Run 1, selected gate families:
Drawn at 2 px/µm.
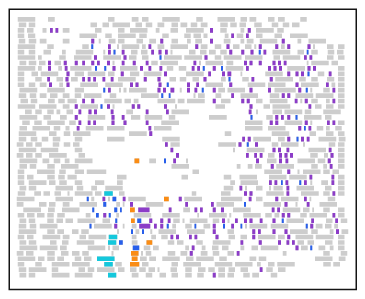
Run 1, pin map:
Drawn at 2 px/µm. Pins as bars across the die edge, other pins in grey.
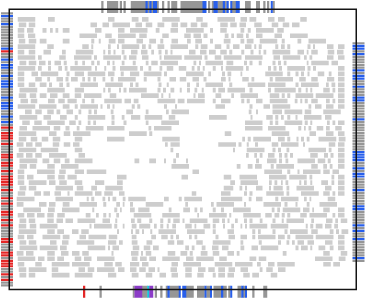
Run 1, clock routing:
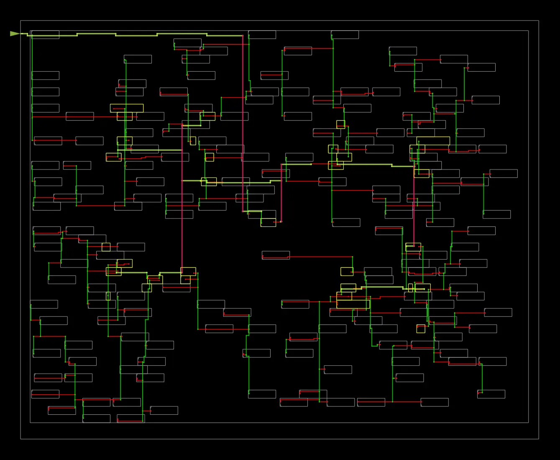
## src/rtl/mul_sequencer.sv

```systemverilog
// mul_sequencer: HI/LO instruction controller for a shift-add multiplier datapath.
// Latches operands, issues STEPS step strobes, then captures the product into HI/LO.
module mul_sequencer #(
    parameter int WIDTH = 32,
    parameter int STEPS = 32,
    parameter int CNTW  = 6
) (
    input  logic               clk,
    input  logic               firstart,
    input  logic               req_valid,
    output logic               req_ready,
    input  logic [5:0]         signal,
    input  logic [WIDTH-1:0]   data_a,
    input  logic [WIDTH-1:0]   data_b,
    output logic               dp_load,
    output logic               dp_step,
    output logic [WIDTH-1:0]   dp_a,
    output logic [WIDTH-1:0]   dp_b,
    input  logic [2*WIDTH-1:0] dp_product,
    output logic               busy,
    output logic               done,
    output logic [WIDTH-1:0]   hi,
    output logic [WIDTH-1:0]   lo,
    output logic               rd_valid,
    output logic [WIDTH-1:0]   rd_data
);
    localparam logic [5:0] F_MULTU = 6'd25;
    localparam logic [5:0] F_MFHI  = 6'd16;
    localparam logic [5:0] F_MFLO  = 6'd18;
    localparam logic [5:0] F_MTHI  = 6'd17;
    localparam logic [5:0] F_MTLO  = 6'd19;
    typedef enum logic [1:0] {IDLE, LOAD, RUN, WRITE} state_t;
    state_t            state_q, state_d;
    logic [CNTW-1:0]   cnt_q, cnt_d;
    logic [WIDTH-1:0]  hi_q, hi_d, lo_q, lo_d, a_q, a_d, b_q, b_d, rd_q, rd_d;
    logic              rv_q, rv_d, done_q, done_d;
    logic              accept;
    // Ready is held low while reset is asserted so nothing is accepted at release.
    assign req_ready = (state_q == IDLE) && !firstart;
    assign accept    = req_valid && req_ready;
    assign dp_load   = state_q == LOAD;
    assign dp_step   = state_q == RUN;
    assign busy      = state_q != IDLE;
    assign dp_a      = a_q;
    assign dp_b      = b_q;
    assign hi        = hi_q;
    assign lo        = lo_q;
    assign rd_data   = rd_q;
    assign rd_valid  = rv_q;
    assign done      = done_q;
    always_comb begin
        state_d = state_q;
        cnt_d   = cnt_q;
        hi_d    = hi_q;
        lo_d    = lo_q;
        a_d     = a_q;
        b_d     = b_q;
        rd_d    = rd_q;
        rv_d    = 1'b0;
        done_d  = 1'b0;
        case (state_q)
            IDLE: if (accept) begin
                case (signal)
                    F_MULTU: begin
                        a_d     = data_a;
                        b_d     = data_b;
                        state_d = LOAD;
                    end
                    F_MFHI: begin
                        rd_d = hi_q;
                        rv_d = 1'b1;
                    end
                    F_MFLO: begin
                        rd_d = lo_q;
                        rv_d = 1'b1;
                    end
                    F_MTHI: hi_d = data_a;
                    F_MTLO: lo_d = data_a;
                    default: ;
                endcase
            end
            LOAD: begin
                cnt_d   = '0;
                state_d = RUN;
            end
            RUN: begin
                cnt_d   = cnt_q + CNTW'(1);
                state_d = (cnt_q == CNTW'(STEPS - 1)) ? WRITE : RUN;
            end
            WRITE: begin
                {hi_d, lo_d} = dp_product;
                done_d       = 1'b1;
                state_d      = IDLE;
            end
        endcase
    end
    always_ff @(posedge clk or posedge firstart) begin
        if (firstart) begin
            state_q <= IDLE;
            cnt_q   <= '0;
            hi_q    <= '0;
            lo_q    <= '0;
            a_q     <= '0;
            b_q     <= '0;
            rd_q    <= '0;
            rv_q    <= 1'b0;
            done_q  <= 1'b0;
        end else begin
            state_q <= state_d;
            cnt_q   <= cnt_d;
            hi_q    <= hi_d;
            lo_q    <= lo_d;
            a_q     <= a_d;
            b_q     <= b_d;
            rd_q    <= rd_d;
            rv_q    <= rv_d;
            done_q  <= done_d;
        end
    end
endmodule

```

## config.mk

```make
export PLATFORM = sky130hd
export DESIGN_NAME = mul_sequencer
export DESIGN_NICKNAME = d
export VERILOG_FILES = /design/src/rtl/mul_sequencer.sv
export SDC_FILE = /design/constraint.sdc
export NUM_CORES = 1
export LEC_CHECK = 0
export CAP_MARGIN = 20
export CELL_PAD_IN_SITES_DETAIL_PLACEMENT = 1
export CELL_PAD_IN_SITES_GLOBAL_PLACEMENT = 1
export CORE_ASPECT_RATIO = 0.8
export CORE_MARGIN = 3
export CORE_UTILIZATION = 33
export CTS_BUF_LIST = sky130_fd_sc_hd__clkbuf_8
export DETAILED_ROUTE_END_ITERATION = 6
export PLACE_DENSITY = 0.78
export SYNTH_ARGS = -nofsm -noshare
export SYNTH_HDL_FRONTEND = slang
export SYNTH_SLANG_ARGS = --single-unit
```

## constraint.sdc

```tcl
create_clock -name clk -period 8.2 [get_ports clk]
set_input_delay 1.64 -clock clk [delete_from_list [all_inputs] [get_ports clk]]
set_output_delay 1.64 -clock clk [all_outputs]
set_load 0.005 [all_outputs]
```

==> results.txt, run 1 <==
flow finished, numbers: status=complete, no violations, Seq/Total Area, Yosys=58.0%, Final Max Slew Viols=0, Mapped Cells=697, Async S/R FF share, synth=100%, antenna cells=0, YS warnings=0, setup TNS=0 ns, peak supply drop=0.113 mV, Cell Rows=between 40 and 50, final setup fails=0, Post-synth EDFFs=0, placed cell count=about 1300, FILL cells=2357, commonest cells in the synthesized netlist=a21oi_1, dfrtp_1, mux2_2, crit path DRT=6.56 ns, Final min period=4.43 ns, dominant register cell=dfrtp_1, RD Place Congestion=0.751, Max clock buf depth=2, Final Hold Viols=0, cts repair resizes=0, number of OpenROAD warnings=31, final hold slack=0.512 ns, P_leak=4.82 nW, Total Routing Usage GR=between 20 and 25%, Hold Path Sink=dp_a[17], first-pass GRT wire length=40.9 mm, pre-CTS setup slack=3.48 ns, number of distinct library cells after synthesis=31, met3 wire length=2.11 mm, Net Count, Synth=approximately 840, period utilization=54.0%, initial DRC count=~300, WL met2=between 10 and 15 mm, met1 usage in global routing=27.0%, GR Util met2=36.4%, Main logic family=AND-OR/OR-AND gates, Complex Gates by Area=18.1%, Nets=~1100, H-tree levels=4, Synth Area in Adders=approximately 1.0%, busiest grt layer=met2, R2R Path End=hi[5], total power=3.11 mW, post-synthesis cell area=approximately 0.0073 mm², WL/cell=between 20 and 25 µm
-- 'selected gate families' (at the start) --
legend:
  orange:
    family: and/or cells
    cells: 8
    most_used: and2_2
  cyan:
    family: fa/ha/maj cells
    cells: 6
    most_used: ha_1
  blue:
    family: nand cells
    cells: 49
    most_used: nand2_1
  purple:
    family: aoi and oai cells
    cells: 261
    most_used: a21oi_1
    where: widely spread

-- 'pin map' (at the start) --
legend:
  blue:
    port: `dp_product`
    pins: 64
    direction: input
    edge: 24 east, 16 west, 14 north, 10 south
  cyan:
    port: `busy`
    pins: 1
    direction: output
    edge: south
  purple:
    port: `signal`
    pins: 6
    direction: input
    edge: south
  red:
    port: `dp_b`
    pins: 32
    direction: output
    edge: 31 west, 1 south

-- 'clock routing' (at the start) --
Clk. pwr: 0.642 mW
CTS Buf Count: 17
clock insertion delay at the later pin of the skew report: 0.45 ns
Setup Skew: 0.0183 ns
flop count: 170

run 1: critical path, stage by stage:
cell             delay [ns]
clkdlybuf4s50_1        0.50
nor2_1                 0.13
clkdlybuf4s50_1        0.51
run 1: report_power, final:
part	switching [mW]	internal [mW]
logic	0.658	0.597
clock network	0.330	0.312
registers	0.173	1.04
total	1.16	1.94
run 1: final cells by class:
class                      instances  area share (%)
clock buffer                      18            2.25
clock inverter                    14            1.55
inverter                           7           0.284
multi-input combinational        468            25.8
sequential                       170            38.6
tap                              300            3.41
timing repair buffer             308            28.0
run 1: cells by family (layout without fill, tap and decap cells):
kind of cell	count (synthesis)	count (layout)
buffers and inverters	59	347
AND-OR/OR-AND	263	263
adder cells (fa/ha/maj)	6	6
XOR/XNOR	1	1
AND/OR/NAND/NOR	131	131
multiplexers	67	67
flip-flops	170	170
run 1: how the worst max path moves through the flow:
stage	end	depth (start not counted)	from
after floorplan	cnt_q[0]	1	firstart
after global placement	hi[23]	5	signal[3]
after detailed placement	hi[5]	5	signal[3]
after CTS	req_ready	3	firstart
after global routing	req_ready	3	firstart
final	req_ready	3	firstart
run 1: placed cells by master (no fill, tap or decap), drive strengths merged:
cell type      netlist  routed
clkdlybuf4s50        0     302
a21oi              253     253
dfrtp              170     170
mux2                65      65
nand2               42      42
nor2                36      36
nor2b               34      34
clkbuf              25      18
inv                  6      12
ha                   6       6
buf                 27       6
o21ai                6       6
clkinvlp             0       4
nand3                4       4
and2                 3       3
bufinv               0       3
and3b                2       2
nand2b               2       2
mux2i                2       2
nor3                 2       2
a31oi                2       2
a21o                 2       2
clkinv               1       2
nor3b                1       1
and3                 1       1
or4b                 1       1
nand4                1       1
or3                  1       1
xor2                 1       1
nor4b                1       1
--- run 2 (diff from run 1) ---
--- a/config.mk
+++ b/config.mk
@@ -10,10 +10,10 @@
 export CELL_PAD_IN_SITES_GLOBAL_PLACEMENT = 1
 export CORE_ASPECT_RATIO = 0.8
 export CORE_MARGIN = 3
-export CORE_UTILIZATION = 33
+export CORE_UTILIZATION = 30
 export CTS_BUF_LIST = sky130_fd_sc_hd__clkbuf_8
 export DETAILED_ROUTE_END_ITERATION = 6
-export PLACE_DENSITY = 0.78
+export PLACE_DENSITY = 0.75
 export SYNTH_ARGS = -nofsm -noshare
 export SYNTH_HDL_FRONTEND = slang
 export SYNTH_SLANG_ARGS = --single-unit
==> constraint.sdc (replaced) <==
create_clock -name clk -period 4 [get_ports clk]
set_input_delay 0.8 -clock clk [delete_from_list [all_inputs] [get_ports clk]]
set_output_delay 0.8 -clock clk [all_outputs]
set_load 0.005 [all_outputs]
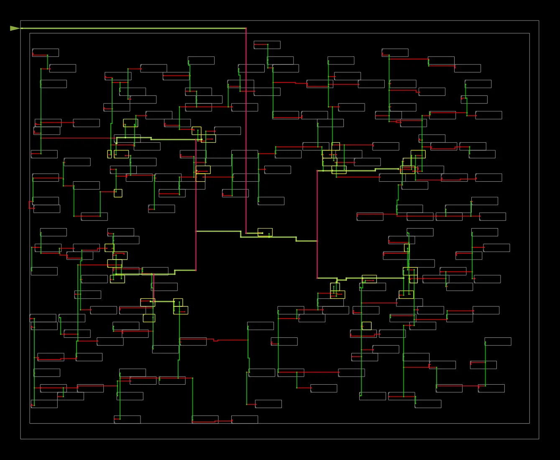
Run 2: clock routing
Clk. pwr: 1.16 mW
Clock Buffer Count: 18
CTS sink count: 170

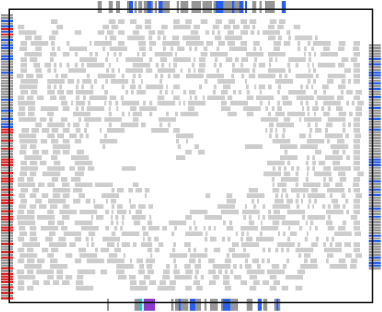
Run 2: pin map
Drawn at 2 px/µm. Pins as bars across the die edge, other pins in grey.
Die Y: 146 µm
Die X: 181 µm

==> results.txt, run 2 <==
flow finished, numbers: status=complete, no violations, Hold Path Sink=dp_b[0], commonest cells in the synthesized netlist=a21oi_1, dfrtp_1, mux2_2, most frequent logic cell in the layout=clkdlybuf4s50_1, R2R Path End=rd_data[19], Net Count, Synth=840, Cell Rows=50, P_leak=4.81 nW, dominant register cell=dfrtp_1, WL/cell=20.9 µm, pre-CTS setup slack=0.872 ns, Async S/R FF share, synth=100%, largest stage delay on the critical path=0.53 ns, CP Capture Point=req_ready, Final Max Slew Viols=0, initial DRC count=336, crit path launch=state_q[0], peak supply drop=0.255 mV, CP dominant cell by count=inv_1, number of OpenROAD warnings=30, Final Hold Viols=0, commonest cells after routing, fill and taps aside=clkdlybuf4s50_1, a21oi_1, dfrtp_1, Post-synth EDFFs=0, antenna cells=0, CTS Buf Count=17, cts repair resizes=0, period utilization=between 70% and 80%
[run 2: cell counts after synthesis]
Identical to the previous run, type by type.
[run 2: critical path, delay by kind of cell (launching register included)]
family | cells | cell delay, ns
adder cells (fa/ha/maj) | 1 | 0.36
AND/OR/NAND/NOR | 1 | 0.18
flip-flops | 1 | 0.44
buffers and inverters | 3 | 0.81
[run 2: layout make-up]
type                    instances  area, µm²
clock buffers                  18        248
clock inverters                14        111
fillers                      2635      12700
inverters                       7       30.0
multi-input cells             468       2840
flip-flops and latches        170       4250
well taps                     312        390
repair buffers                313       3130
[run 2: stage by stage]
step | cells | hold slack [ns] | power, mW | util, % | area, µm²
global route | 1302 | 0.525 | 6.65 | 46.4 | 11000
global placement | 1270 | 0.488 | 5.05 | 44.9 | 10600
CTS | 1302 | 0.517 | 6.31 | 46.4 | 11000
finish | 1302 | 0.513 | 6.23 | 46.4 | 11000
detailed placement | 1270 | 0.494 | 5.13 | 44.9 | 10600
floorplan | 697 | 0.478 | 3.65 | - | 7340
[run 2: power by group]
part / internal, mW / switching (mW) / leakage, nW
Sequential: 2.12 / 0.345 / 2.17
Combinational: 1.24 / 1.36 / 2.46
Clock: 0.459 / 0.705 / 0.176
[run 2: cells by family (layout without fill, tap and decap cells)]
group	after synthesis	after routing	share of synthesized area, %
AND-OR/OR-AND	263	263	18.1
XOR/XNOR	1	1	0.119
adder cells (fa/ha/maj)	6	6	1.02
buffers and inverters	59	352	3.84
flip-flops	170	170	58.0
multiplexers	67	67	10.3
AND/OR/NAND/NOR	131	131	8.63
[run 2: metal layers]
layer / track usage [%] / up-vias / part of all wire [%]
met5: 0 / - / 0.048
met4: 4.07 / 2 / 0.94
met2: 34.5 / 229 / 48
met3: 7.32 / 18 / 8.0
li1: - / 3002 / -
met1: 25.1 / 3264 / 43
--- run 3 (diff from run 2) ---
--- a/config.mk
+++ b/config.mk
@@ -10,10 +10,10 @@
 export CELL_PAD_IN_SITES_GLOBAL_PLACEMENT = 1
 export CORE_ASPECT_RATIO = 0.8
 export CORE_MARGIN = 3
-export CORE_UTILIZATION = 30
+export CORE_UTILIZATION = 33
 export CTS_BUF_LIST = sky130_fd_sc_hd__clkbuf_8
 export DETAILED_ROUTE_END_ITERATION = 6
-export PLACE_DENSITY = 0.75
+export PLACE_DENSITY = 0.78
 export SYNTH_ARGS = -nofsm -noshare
 export SYNTH_HDL_FRONTEND = slang
 export SYNTH_SLANG_ARGS = --single-unit
==> constraint.sdc (replaced) <==
create_clock -name clk -period 2.9 [get_ports clk]
set_input_delay 0.58 -clock clk [delete_from_list [all_inputs] [get_ports clk]]
set_output_delay 0.58 -clock clk [all_outputs]
set_load 0.005 [all_outputs]
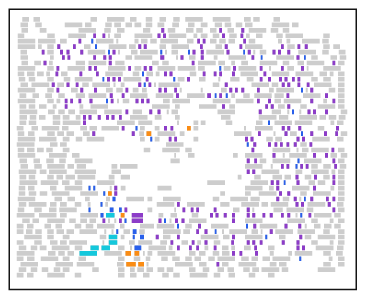
Run 3: selected gate families
Drawn at 2 px/µm.
legend:
  purple:
    family: aoi and oai cells
    cells: 261
    most_used: a21oi_1
    where: widely spread
  orange:
    family: and/or cells
    cells: 8
  blue:
    family: nand cells
    cells: 49
    most_used: nand2_1
  cyan:
    family: fa/ha/maj cells
    cells: 6
    most_used: ha_1

==> results.txt, run 3 <==
flow finished, numbers: Post-synth EDFFs=0, crit path launch=state_q[0], Cell Rows=48, WL/cell=21.1 µm, final hold slack=0.513 ns, post-synthesis cell area=between 0.007 and 0.008 mm², Net Count, Synth=840, setup TNS=0 ns, CTS sink count=170, peak supply drop=0.283 mV, final instance area=0.0111 mm², CP dominant cell by count=inv_1, P_leak=4.88 nW, CTS Buf Count=17, Seq/Total Area, Yosys=58.0%, initial DRC count=between 300 and 400, crit path DRT=2.32 ns, placed inst area=around 0.011 mm², Nets=1132, Final min period=roughly 2.7 ns, pre-CTS setup slack=0.323 ns, number of OpenROAD warnings=30, Async S/R FF share, synth=100%, cts repair resizes=0, Die X=~170 µm, YS warnings=0, Slowest-stage cell, CP=clkdlybuf4s50_1, Die Y=139 µm, largest stage delay on the critical path=about 0.51 ns, H-tree levels=4, number of distinct library cells after synthesis=31, commonest cells in the synthesized netlist=a21oi_1, dfrtp_1, mux2_2, status=complete, no violations, commonest cells after routing, fill and taps aside=clkdlybuf4s50_1, a21oi_1, dfrtp_1, Core Util, Final=51.4%
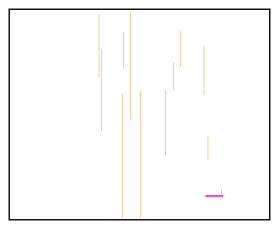
Run 3: signal wires by layer
Drawn at 1.5 px/µm. Two of the layers only.
legend:
  magenta:
    layer: metal 5
    wire_length: 10.1 µm
  orange:
    layer: metal 4
    wire_length: 499 µm

==> run 3: layout make-up <==
class	instances	area (µm²)
antenna	1	2.50
multi-input combinational	468	2840
clock buffer	18	248
fill	2375	10500
timing repair buffer	325	3250
tap	300	375
clock inverter	12	141
inverter	7	30.0
sequential	170	4250
==> run 3: cells by family (layout without fill, tap and decap cells) <==
kind of cell	Yosys count	after routing	synth area share, %
mux	67	67	10.3
fa+ha+maj	6	6	1.02
flops	170	170	58.0
simple gates	131	131	8.63
buf+inv	59	362	3.84
xor+xnor	1	1	0.119
compound gates	263	263	18.1
other cells	0	1	0
==> run 3: path summary, 6_finish.rpt <==
path,endpoint,slack [ns],cells past startpoint
max,req_ready,0.18,5
min,dp_a[18],0.51,1
max reg2reg,dp_a[12],0.59,6
min reg2reg,dp_a[18],0.51,1
max in group asynchronous,hi[2],1.61,3
min in group asynchronous,rd_data[27],0.64,3
==> run 3: per-stage QoR <==
step	cells	total power [mW]
2_1_floorplan	697	5.03
6_report	1301	8.83
3_5_place_dp	1270	7.18
4_1_cts	1300	8.95
3_3_place_gp	1270	7.02
5_1_grt	1300	9.42
==> run 3: report_power, final <==
part	internal (mW)	total, mW	leakage [nW]	switching [mW]
combinational	1.78	3.72	2.53	1.94
clock	0.791	1.72	0.181	0.928
sequential	2.93	3.39	2.17	0.464
total	5.50	8.83	4.88	3.33
==> run 3: worst max-delay path: cells and delay by family, from the launching register on <==
kind | cells | cell delay, ns
buf+inv | 3 | 0.79
flops | 1 | 0.44
fa+ha+maj | 1 | 0.35
simple gates | 1 | 0.11
==> run 3: layer usage <==
metal / part of all wire, % / GRT usage (%) / vias to the layer above
met5: 0.036 / 0 / -
met4: 1.8 / 6.18 / 2
met3: 8.1 / 7.67 / 29
met2: 48 / 39.1 / 245
met1: 42 / 27.5 / 3260
li1: - / - / 3000

==> screenshots <==
Met4 routing.
Drawn at 2 px/µm.
panel A
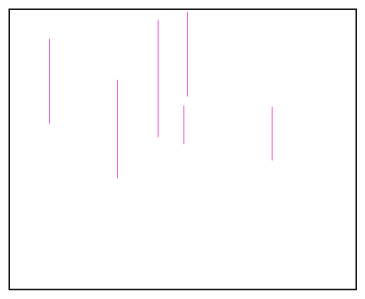
panel B
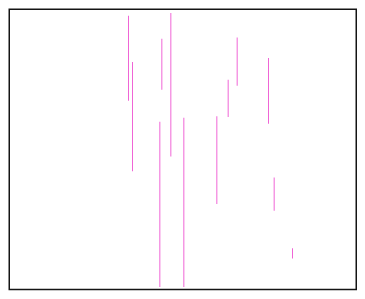
- panel B = run 3
- panel A = run 1

Key to panel B:
longest straight run: 84.3 µm
share of all routed wire: 1.8%

Power figures rest on the tool's default switching activity, not on a simulated workload.
